$ cat config.mk
export PLATFORM = sky130hd
export DESIGN_NAME = serial_adder_ctrl
export DESIGN_NICKNAME = d
export VERILOG_FILES = /design/src/rtl/serial_adder_ctrl.sv
export SDC_FILE = /design/constraint.sdc
export NUM_CORES = 1
export LEC_CHECK = 0
export CELL_PAD_IN_SITES_DETAIL_PLACEMENT = 2
export CELL_PAD_IN_SITES_GLOBAL_PLACEMENT = 2
export CORE_MARGIN = 2
export CORE_UTILIZATION = 32
export DETAILED_ROUTE_END_ITERATION = 8
export GPL_ROUTABILITY_DRIVEN = 0
export GPL_TIMING_DRIVEN = 0
export PLACE_DENSITY_LB_ADDON = 0.1
export SETUP_SLACK_MARGIN = 0.4
export SLEW_MARGIN = 20
export SYNTH_ARGS = -nofsm -noshare
export SYNTH_HDL_FRONTEND = slang
export SYNTH_HIERARCHICAL = 1
export SYNTH_SLANG_ARGS = --single-unit
$ cat constraint.sdc
create_clock -name clk -period 3.5 [get_ports clk]
set_clock_uncertainty 0.2 [all_clocks]
set_input_delay 0.525 -clock clk [delete_from_list [all_inputs] [get_ports clk]]
set_output_delay 0.525 -clock clk [all_outputs]
set_load 0.01 [all_outputs]
$ cat src/rtl/serial_adder_ctrl.sv
// Bit-serial adder controller: one full_adder instance adds two WIDTH-bit
// operands plus carry-in, LSB first, one bit per clock.

module full_adder (
   input  logic a,
   input  logic b,
   input  logic c,
   output logic sum,
   output logic carry
);

   assign sum   = a ^ b ^ c;
   assign carry = (a & b) | (c & (a ^ b));

endmodule

module serial_adder_ctrl #(
   parameter int WIDTH = 8
) (
   input  logic             clk,
   input  logic             rst,
   input  logic             start,
   input  logic [WIDTH-1:0] a,
   input  logic [WIDTH-1:0] b,
   input  logic             cin,
   output logic             busy,
   output logic             done,
   output logic [WIDTH-1:0] sum,
   output logic             cout
);

   localparam int CW = $clog2(WIDTH + 1);
   localparam logic [CW-1:0] LAST = CW'(WIDTH - 1);

   typedef enum logic [1:0] {
      IDLE = 2'b00,
      RUN  = 2'b01,
      DONE = 2'b10
   } state_t;

   state_t           state;
   state_t           state_next;
   logic [WIDTH-1:0] opa_sr;
   logic [WIDTH-1:0] opb_sr;
   logic [WIDTH-1:0] res_sr;
   logic [WIDTH-1:0] res_next;
   logic             carry_q;
   logic [CW-1:0]    cnt;
   logic             load;
   logic             fa_sum;
   logic             fa_carry;

   full_adder u_fa (
      .a     (opa_sr[0]),
      .b     (opb_sr[0]),
      .c     (carry_q),
      .sum   (fa_sum),
      .carry (fa_carry)
   );

   // New sum bit enters from the MSB side; written as a shift so WIDTH=1 works.
   assign res_next = (res_sr >> 1) | (WIDTH'(fa_sum) << (WIDTH - 1));

   assign busy = (state == RUN);
   assign done = (state == DONE);

   always_comb begin
      state_next = IDLE;
      load       = 1'b0;
      case (state)
         IDLE: begin
            load       = start;
            state_next = start ? RUN : IDLE;
         end
         RUN: begin
            state_next = (cnt == LAST) ? DONE : RUN;
         end
         DONE: begin
            load       = start;
            state_next = start ? RUN : IDLE;
         end
         default: begin
            state_next = IDLE;
         end
      endcase
   end

   // Reset has priority; the result registers only change when a RUN finishes.
   always_ff @(posedge clk) begin
      if (rst) begin
         state   <= IDLE;
         cnt     <= '0;
         carry_q <= 1'b0;
         opa_sr  <= '0;
         opb_sr  <= '0;
         res_sr  <= '0;
         sum     <= '0;
         cout    <= 1'b0;
      end else begin
         state <= state_next;
         if (load) begin
            opa_sr  <= a;
            opb_sr  <= b;
            carry_q <= cin;
            cnt     <= '0;
            res_sr  <= '0;
         end else if (state == RUN) begin
            opa_sr  <= opa_sr >> 1;
            opb_sr  <= opb_sr >> 1;
            res_sr  <= res_next;
            carry_q <= fa_carry;
            cnt     <= cnt + 1'b1;
            if (cnt == LAST) begin
               sum  <= res_next;
               cout <= fa_carry;
            end
         end
      end
   end

endmodule

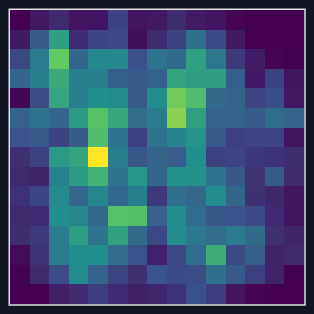
Fig. 1. Routed metal per tile.
Drawn at 4 px/um. The die is cut into 15 by 15 equal tiles; dark purple is low, yellow is high, scaled to the fullest tile. Values are wire area over tile area, all layers added.
fullest tile: 0.45
tiles over half the peak: 13%
emptiest ninth of the die: north-east
nearly empty tiles: 8.0%
mean over tiles: 0.13
final routed wirelength across all metal layers: 4590 um
GRT Resource Usage Total: 0.188
detailed-route wire length per cell: 16.9 um
number of vias after detailed routing: 1413

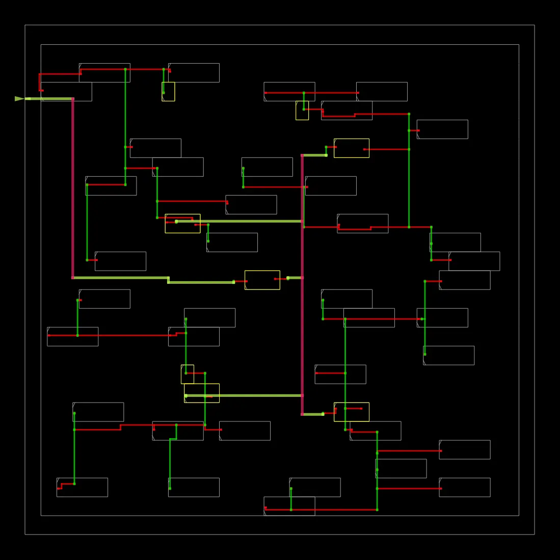
Fig. 2. The clock network.
clock latency at the later pin of the worst-skew pair: 0.29 ns
clock group power: 0.000300 W
number of buffers created by CTS: 5
clk_buf instances: 5

==> summary.rpt <==
FLOW METRICS REPORT
----------------------------------------------------
[Setup path]
  Sort of element at the start of the critical path ........................ flip-flop
  Endpoint of the lowest-slack register-to-register path ........................ sum[0]
  Arrival time of the worst setup path ........................ 1.90 ns
  Setup slack of the worst register-to-register path ........................ 1.84 ns
  Maximum fanout count along the critical path ........................ 10
  Reg2reg start ........................ cnt[0]
  Required time of the critical path ........................ 2.77 ns
  Category of the worst setup path capture point ........................ output pin
  Classification of the worst setup path ........................ reg2out
  Logic depth of the worst register-to-register path ........................ 4

[CTS]
  Clk pin slew, worst setup/hold paths ........................ 0.08 ns
  Post-CTS setup buffers ........................ 0
  TritonCTS Sinks ........................ 39
  CTS tree ........................ yes
  Number of levels the H-tree was split into ........................ 2
  CTS root buf ........................ sky130_fd_sc_hd__clkbuf_8
  Post-cts sizing count ........................ 0
  Post-cts hold-fix buffer tally ........................ 0
  Largest buffer count on any clock path ........................ 2

[Synthesis]
  Chip Area, Yosys ........................ 1550 um^2
  Ys async rst share ........................ 0
  Synthesized flop and latch total ........................ 39
  Synthesized netlist net count ........................ 202
  Count of flip-flops with a built-in enable after synthesis ........................ 0
  Cells in synth_stat.txt ........................ 180
  Library cells used by synthesis ........................ 27
  Syn Area/Cell ........................ 8.60 um^2
  Top area cells in the synthesized netlist ........................ sky130_fd_sc_hd__dfxtp_1 (50%), sky130_fd_sc_hd__nand2_1 (11%), sky130_fd_sc_hd__mux2i_1 (6.5%)
  Area leader, netlist ........................ sky130_fd_sc_hd__dfxtp_1
  Seq share, synth ........................ 0.504
  Warnings, synthesis ........................ 6
  Most used standard cells in the synthesized netlist ........................ sky130_fd_sc_hd__nand2_1 (46), sky130_fd_sc_hd__dfxtp_1 (39), sky130_fd_sc_hd__nor3_1 (16)
  Cell area after technology mapping ........................ 1550 um^2
  Top flip-flop cell by instance count after synthesis ........................ sky130_fd_sc_hd__dfxtp_1
  Most common cell in the synthesized netlist ........................ sky130_fd_sc_hd__nand2_1
  Cell count after synthesis ........................ 180
  Share of the synthesized area in the top cell type ........................ 0.504

[STA]
  Period Utilization, post-route ........................ 0.750
  Clock period minus final worst setup slack ........................ 2.62 ns
  Final sum of negative setup slack ........................ 0 ns
  Final critical-path setup slack ........................ 0.875 ns
  Setup repair after global routing missed its margin ........................ false
  Max Freq ........................ 381 MHz
  # setup viols final ........................ 0
  Hold violation total from the final report ........................ 0
  Pin slew with the least headroom to its limit ........................ 0.492 ns
  Worst slew margin ........................ 0.672
  Final Slew Violations ........................ 0

[Layout]
  Total inserted antenna cells ........................ 0
  Area Growth Syn to Fin ........................ 29.2%
  Fill count ........................ 522
  Layout cell share with drive strength beyond 1 ........................ 0.0780
  Post-layout net count ........................ 239

[Placement]
  PortBufs ........................ 30
  Worst setup slack after placement ........................ 1.07 ns
  Half-perimeter wire length after placement ........................ 3440 um

[Floorplanning]
  Horiz. Die Dim ........................ 73.5 um
  Core outline area ........................ 4690 um^2
  I/O pin count ........................ 31
  Die height ........................ 73.5 um
  Chip area ........................ 5410 um^2
  Number of cell rows ........................ 25
  Fp_density ........................ 0.330

[Power]
  Cell-internal power ........................ 0.000652 W
  Sequential share of power ........................ 0.534
  Switching power total ........................ 0.000242 W
  Power density over cell area ........................ 447 nW/um^2
  Worst vdd rail ir drop ........................ 0.178 mV
  Proportion of power drawn by combinational gates ........................ 0.131
  Clock group share of total power ........................ 0.335
  Share of total power consumed by net switching ........................ 0.271
  Leakage Power ........................ 0.686 nW

[GRT]
  Global-route wire length before repair ........................ 7660 um
  Pin count of the biggest net entering global routing ........................ 13
  Initial antenna violation count ........................ 0
  Overflow left after global routing ........................ 0
  Number of global-route vias before repair ........................ 1567

[Hold path]
  Depth of the worst hold-timing path ........................ 2
  Endpoint of the worst hold-timing path ........................ cout
  Worst min path class ........................ reg2reg
  Worst min-delay path startpoint ........................ cout

[Drt]
  Initial detailed-routing violation count ........................ 35
  Antenna Nets Post-Route ........................ 0
  Routed via count divided by cell count ........................ 5.19
  DRT Pass-1 Iters ........................ 4
  Number of remaining DRC errors ........................ 0

[Job]
  Maximum capacitance violations ........................ 0
  Log Warnings ........................ 26

[Status]
  Status ........................ complete, no violations

----------------------------------------------------
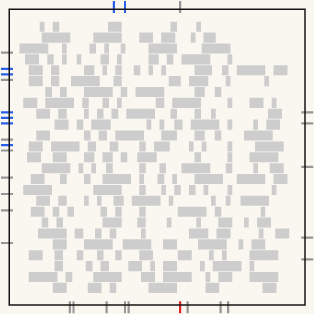
Fig. 3. Ports around the boundary.
Drawn at 4 px/um. Pins as bars across the die edge, other pins in grey.
legend:
  cout:
    colour: red
    pins: 1
    direction: output
    edge: south
  a:
    colour: blue
    pins: 8
    direction: input
    edge: 6 west, 2 north
all pins by edge: 14 west, 9 south, 5 east, 3 north

worst max-delay path, stage by stage (launching register included):
cell and delay, ns:
sky130_fd_sc_hd__dfxtp_1 0.42, sky130_fd_sc_hd__nand2b_1 0.12, sky130_fd_sc_hd__clkinv_1 0.19, sky130_fd_sc_hd__buf_2 0.30, sky130_fd_sc_hd__clkdlybuf4s50_1 0.58
layout by cell type (no fill, tap or decap), drive strengths merged, types with 2 or more instances in the layout:
master | netlist | routed
a31oi | 5 | 5
nand2 | 46 | 46
nand2b | 2 | 2
o22ai | 7 | 7
nor2 | 4 | 4
nand3b | 2 | 2
a22oi | 3 | 3
nand3 | 5 | 5
o21ai | 6 | 6
clkbuf | 4 | 9
nor3 | 16 | 16
mux2i | 10 | 10
clkdlybuf4s50 | 0 | 30
clkinv | 1 | 4
a21oi | 14 | 14
dfxtp | 39 | 39
buf | 8 | 8
power groups by stage:
stage / Combinational (W) / Sequential (W) / Clock (W)
final: 0.000117 / 0.000478 / 0.000300
after global placement: 0.000113 / 0.000486 / 0
after CTS: 0.000120 / 0.000478 / 0.000308
after floorplan: 0.0000693 / 0.000483 / 0
after global routing: 0.000130 / 0.000480 / 0.000330
after detailed placement: 0.000119 / 0.000488 / 0
per-layer routing:
layer	GRT usage	vias to the layer above	part of all wire
met2	0.337	24	0.51
met1	0.217	687	0.44
li1	-	695	-
met3	0.0453	7	0.034
met5	0	-	0
met4	0.0626	0	0.014
state kept, by name, summed over array words and instances, names as in the netlist:
register	flops
carry_q	1
cnt	4
cout	1
opa_sr	8
opb_sr	8
res_sr	7
state	2
sum	8
through the flow:
stage,util,instance area (um^2),power (W),instances,hold WS [ns]
floorplan,-,1550,0.000552,180,0.237
global placement,0.408,1920,0.000599,264,0.241
detailed placement,0.408,1920,0.000607,264,0.262
CTS,0.426,2000,0.000906,272,0.272
global route,0.426,2000,0.000940,272,0.290
finish,0.426,2000,0.000894,272,0.263
layout make-up:
class	count	area, um^2	share of cell area
sequential	39	781	0.390
clock buffer	5	68.8	0.0344
tap	54	67.6	0.0338
buffer	12	63.8	0.0319
multi-input combinational	127	696	0.348
inverter	2	7.51	0.00375
clock inverter	3	15.0	0.00751
timing repair buffer	30	300	0.150
cell families after synthesis:
logic type	Yosys count	share of synthesized area
buf+inv	14	0.0461
flops	39	0.504
simple gates	78	0.225
xor+xnor	2	0.0113
compound gates	35	0.128
mux	10	0.0647
fa+ha+maj	2	0.0210
how the worst max path moves through the flow:
stage | startpoint | end | slack (ns) | cells past startpoint
2_1_floorplan | state[1] | busy | 1.95 | 3
3_3_place_gp | rst | opa_sr[5] | 1.22 | 5
3_5_place_dp | rst | opa_sr[6] | 1.07 | 5
4_1_cts | state[0] | busy | 0.84 | 4
5_1_grt | state[0] | busy | 0.74 | 4
6_report | state[0] | busy | 0.88 | 4
Power is estimated from default activity; no workload was simulated.
